### Clock wiring as the flow saved it, run 1

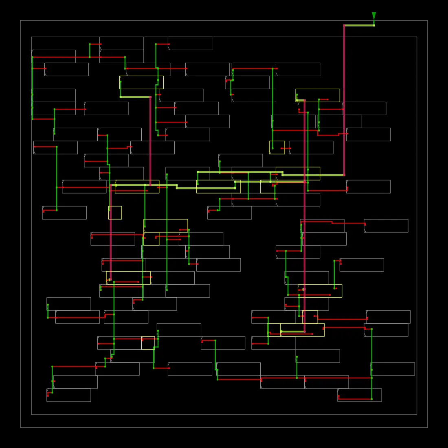
### The metal 3 layer, run 1

(4 px per µm)
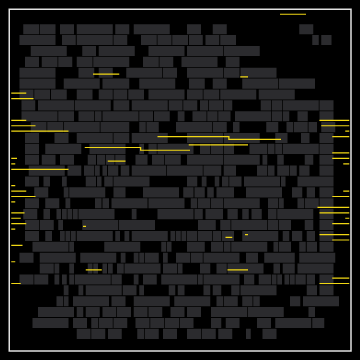
### Placed cells, one color a class, run 1

(3 px per µm)
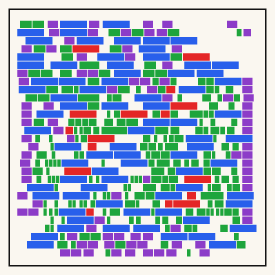
==> config.mk <==
export PLATFORM = sky130hd
export DESIGN_NAME = word_mem_initiator
export DESIGN_NICKNAME = d
export VERILOG_FILES = /design/src/rtl/word_mem_initiator.sv
export SDC_FILE = /design/constraint.sdc
export NUM_CORES = 1
export LEC_CHECK = 0
export CAP_MARGIN = 5
export CORE_MARGIN = 2
export CORE_UTILIZATION = 53
export CTS_BUF_LIST = sky130_fd_sc_hd__clkbuf_16
export DETAILED_ROUTE_END_ITERATION = 7
export PLACE_DENSITY = 0.85
export SETUP_SLACK_MARGIN = 0.4
export SYNTH_ARGS = -nofsm -noshare
export SYNTH_HDL_FRONTEND = slang
export SYNTH_SLANG_ARGS = --single-unit
export TNS_END_PERCENT = 20
==> constraint.sdc <==
create_clock -name clk -period 5.3 [get_ports clk]
set_input_delay 0.795 -clock clk [delete_from_list [all_inputs] [get_ports clk]]
set_output_delay 0.795 -clock clk [all_outputs]
set_load 0.02 [all_outputs]
==> impl_metrics.json, run 1 <==
{
  "ff2ff_path_depth": 5,
  "cp_slowest_cell": "clkdlybuf4s50_1",
  "gp_congestion": 0.757,
  "track_usage_pct": 20.9,
  "warnings": 26,
  "p_int_uw": 1890,
  "cts_setup_buffers": 0,
  "synthesis.nets": 344,
  "cts_sinks": 77,
  "remaining_drc_errors": 0,
  "crit_type": "flop to primary output",
  "grt_overflow": 0,
  "pwr-share-seq_pct": 37.6,
  "seq_cells": 77,
  "syn_inst": 299,
  "power_uw": 3050,
  "lay_top_cells": "86 x clkdlybuf4s50_1, 77 x dfrtp_1, 44 x nand2_1, 22 x mux2_2",
  "ys_ff": 77,
  "m1WireLength_um": 3060,
  "ios": 88,
  "cts_tree": "done",
  "area_delta_synth_final_pct": 33.1,
  "buffers_excl_clock": 89,
  "crit_cells": 2,
  "endpoint_kind": "primary output",
  "synth_cell_type_count": 36,
  "clkPwrFrac_pct": 18.8,
  "crit_chain": "nor3_1 > clkdlybuf4s50_1",
  "setup_tns_ns": 0,
  "via_per_inst": 5.32,
  "hold_depth": 2,
  "whs_ns": 0.481,
  "cts_hold_buf": 0,
  "critPathRequiredTime_ns": 4.51,
  "worst_slew_pin_slew_ns": 0.948,
  "setup_viol": 0,
  "taps": 77,
  "cp.arrival_ns": 1.80,
  "drtPass1Iterations": 4,
  "fp_util_pct": 54.8,
  "die_w_um": 85.0,
  "clk_latency_ns": 0.33,
  "lay_top_count": "clkdlybuf4s50_1",
  "wl_met2_um": 3850,
  "run_status": "finished clean",
  "path_buffers": 1,
  "fin_crit_ns": 2.60,
  "die_area_um2": 7230,
  "slew_violations": 0,
  "max_stage_delay_ns": 0.65,
  "preCtsSetupSlack_ns": 2.66,
  "logic_gates": 200,
  "dp_cells": 448,
  "ff2ff_setup_slack_ns": 3.27,
  "pwr-share-comb_pct": 43.6,
  "dpl.hpwl_um": 4870,
  "cap_violations": 0,
  "clockRootBuffer": "clkbuf_16",
  "grt_pass1_wl_um": 11900,
  "syn_avg_cell_area_um2": 11.6,
  "first_global_vias": 2512,
  "nonClockInverterCount": 5,
  "drive_gt1_share_pct": 14.5,
  "rows": 29,
  "fmax_ghz": 0.385,
  "busiest_layer": "met2",
  "port_buffers": 86,
  "ys_seq_share_pct": 55.4
}
Back to the opening pictures, 'Clock wiring as the flow saved it':
CLK BUF: 9
CTS Buf Count: 9

Back to the opening pictures, 'The metal 3 layer':
nets with wire on the layer = 41
wire length on this layer = 248 µm
detailed-route wire length: 7270 µm
Vias: 2467
met3 Resource Use GR: 4.18%

Back to the opening pictures, 'Placed cells, one color a class':
blue -> flip-flops  # cells 77
red -> clock drivers and dummy loads  # cells 16
green -> all other logic  # cells 205
purple -> other buffers and delay cells  # cells 89
final instance area: 4630 µm²
Core Util, Final: 72.9%
core area: 6350 µm²
register share of the cell area: 41.6%

run 1: logic make-up (layout without fill, tap and decap cells):
group                    after synthesis  in the layout  share of synthesized area [%]
XOR/XNOR                              17             17                           4.28
other                                  1              1                          0.108
adder cells (fa/ha/maj)                1              1                          0.359
buffers and inverters                 22            110                           3.77
AND/OR/NAND/NOR                       90             90                           15.1
AND-OR/OR-AND                         57             57                           10.4
multiplexers                          34             34                           10.6
flip-flops                            77             77                           55.4
run 1: power by group through the flow:
stage | sequential [µW] | combinational [µW] | clock, µW
floorplan | 1280 | 714 | 0
global placement | 1130 | 1290 | 0
detailed placement | 1150 | 1340 | 0
CTS | 1140 | 1340 | 583
global route | 1180 | 1430 | 606
finish | 1140 | 1330 | 574
==> run 1 -> run 2 <==
CORE_UTILIZATION = 49   (was 53)
PLACE_DENSITY = 0.8   (was 0.85)
clock period = 2.6 ns   (was 5.3 ns; I/O delays follow)
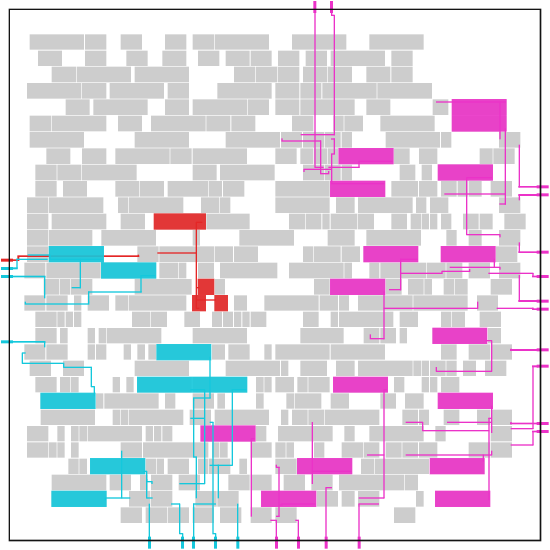
*I/O nets highlighted, run 2*
(6 px per µm)
red -> req_valid  # bits 1, direction input, edge left, end cells 4, wire 47.6 µm
cyan -> mem_wdata  # bits 8, direction output, edge 5 bottom, 3 left, end cells 8, wire 231 µm
magenta -> mem_addr  # bits 16, direction output, edge 10 right, 4 bottom, 2 top, end cells 16, wire 462 µm
port bufs: 86
top-level port count: 88

==> run 2 against run 1 <==
  * Critical path depth unchanged
  * Worst setup slack got worse by 2.2 ns
  * Clock-buffer cell count stayed put
  * Highest routed layer unchanged
==> impl_metrics.json, run 2 <==
{
  "run_status": "finished clean",
  "coreArea_um2": 6830,
  "syn_avg_cell_area_um2": 11.6,
  "via_per_inst": 5.19,
  "crit_type": "flop to primary output",
  "clockRootBuffer": "clkbuf_16",
  "synth_area_leader_cell": "dfrtp_1",
  "clkPwrFrac_pct": 20.6,
  "use_met1_pct": 26.3,
  "wl_um": 7350,
  "synth_cell_type_count": 36,
  "area_delta_synth_final_pct": 36.0,
  "critPathRequiredTime_ns": 2.21,
  "track_usage_pct": 19.9,
  "synthesis.nets": 344,
  "die_w_um": 88.3,
  "cts_tree": "done",
  "cap_violations": 0,
  "cts_hold_buf": 0,
  "p_int_uw": 4060,
  "ff2ff_setup_slack_ns": 0.88,
  "crit_cells": 2,
  "clk_pin_slew_worst_paths_ns": 0.06,
  "m1WireLength_um": 3150,
  "seq_share_pct": 40.8,
  "numCtsBuffers": 9,
  "logic_gates": 200,
  "fp_util_pct": 51.0,
  "buffers_excl_clock": 91,
  "slew_violations": 0,
  "wire_per_inst_um": 15.1,
  "lay_top_cells": "86 x clkdlybuf4s50_1, 74 x dfrtp_1, 44 x nand2_1, 22 x mux2_2",
  "clock_buffers": 9,
  "path_buffers": 1,
  "ys_seq_share_pct": 55.4,
  "pwr-share-seq_pct": 36.7,
  "drtPass1Iterations": 4,
  "rows": 30,
  "worst_slew_pin_slew_ns": 0.691,
  "crit_fanout": 11,
  "die_area_um2": 7790,
  "n_antenna_cell": 0,
  "grt_overflow": 0,
  "drive_gt1_share_pct": 15.4,
  "first_global_vias": 2525,
  "power_uw": 6390,
  "use_met2_pct": 33.0,
  "stdcell_area_um2": 4730,
  "utilization_pct": 69.3,
  "max_stage_delay_ns": 0.64,
  "grt_util_met3_pct": 3.92,
  "cp.arrival_ns": 1.70,
  "grt_max_degree": 78,
  "fmax_ghz": 0.478,
  "endpoint_kind": "primary output",
  "busiest_layer": "met2",
  "hold_depth": 2,
  "pwr-share-comb_pct": 42.8,
  "gp_congestion": 0.741,
  "stdcell_count": 485,
  "crit_chain": "nor3_1 > clkdlybuf4s50_1",
  "ys_ff": 77,
  "bufAreaShareNonClock_pct": 19.5,
  "fin_crit_ns": 2.09,
  "dpl.hpwl_um": 4960,
  "grt_pass1_wl_um": 11900,
  "setup_viol": 0,
  "whs_ns": 0.479,
  "warnings": 26,
  "postPlaceCellArea_um2": 4420,
  "cts_setup_buffers": 0,
  "wl_met2_um": 3840,
  "taps": 96,
  "syn_inst": 299,
  "routed-via-count": 2515,
  "nonClockInverterCount": 5,
  "p_per_area_nw_per_um2": 1350,
  "setup_tns_ns": 0,
  "preCtsSetupSlack_ns": 0.504,
  "dp_cells": 469,
  "synth_warnings": 0,
  "remaining_drc_errors": 0,
  "ff2ff_path_depth": 4,
  "cp_slowest_cell": "clkdlybuf4s50_1",
  "lay_top_count": "clkdlybuf4s50_1"
}
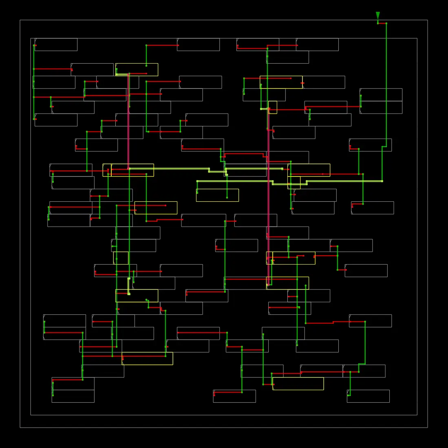
*Clock wiring as the flow saved it, run 2*
clock group power: 1310 µW
# clock sinks: 77
registers: 77
clk_lat worst skew: 0.33 ns
clock skew: 0.00564 ns

run 2: cell counts after synthesis:
Identical to the previous run, type by type.
run 2: kinds of logic (layout without fill, tap and decap cells):
logic type                 Yosys count  in the layout  synth area share, %
other                                1              1                0.108
adders and majority gates            1              1                0.359
xor gates and xnor gates            17             17                 4.28
muxes                               34             34                 10.6
and+or+nand+nor                     90             90                 15.1
DFF                                 77             77                 55.4
AOI/OAI and AO/OA                   57             57                 10.4
buffers and inverters               22            112                 3.77
run 2: power groups by stage:
stage	Clock (µW)	Combinational, µW	Sequential, µW
final	1310	2730	2340
after floorplan	0	1460	2600
after CTS	1330	2780	2340
after detailed placement	0	2760	2350
after global routing	1400	2980	2420
after global placement	0	2680	2310
run 2: worst min-delay path: stages, from the launching register on:
cell and delay, ns:
dfrtp_1 0.34, nand2_1 0.05, nand2_1 0.05
Power is estimated from default activity; no workload was simulated.
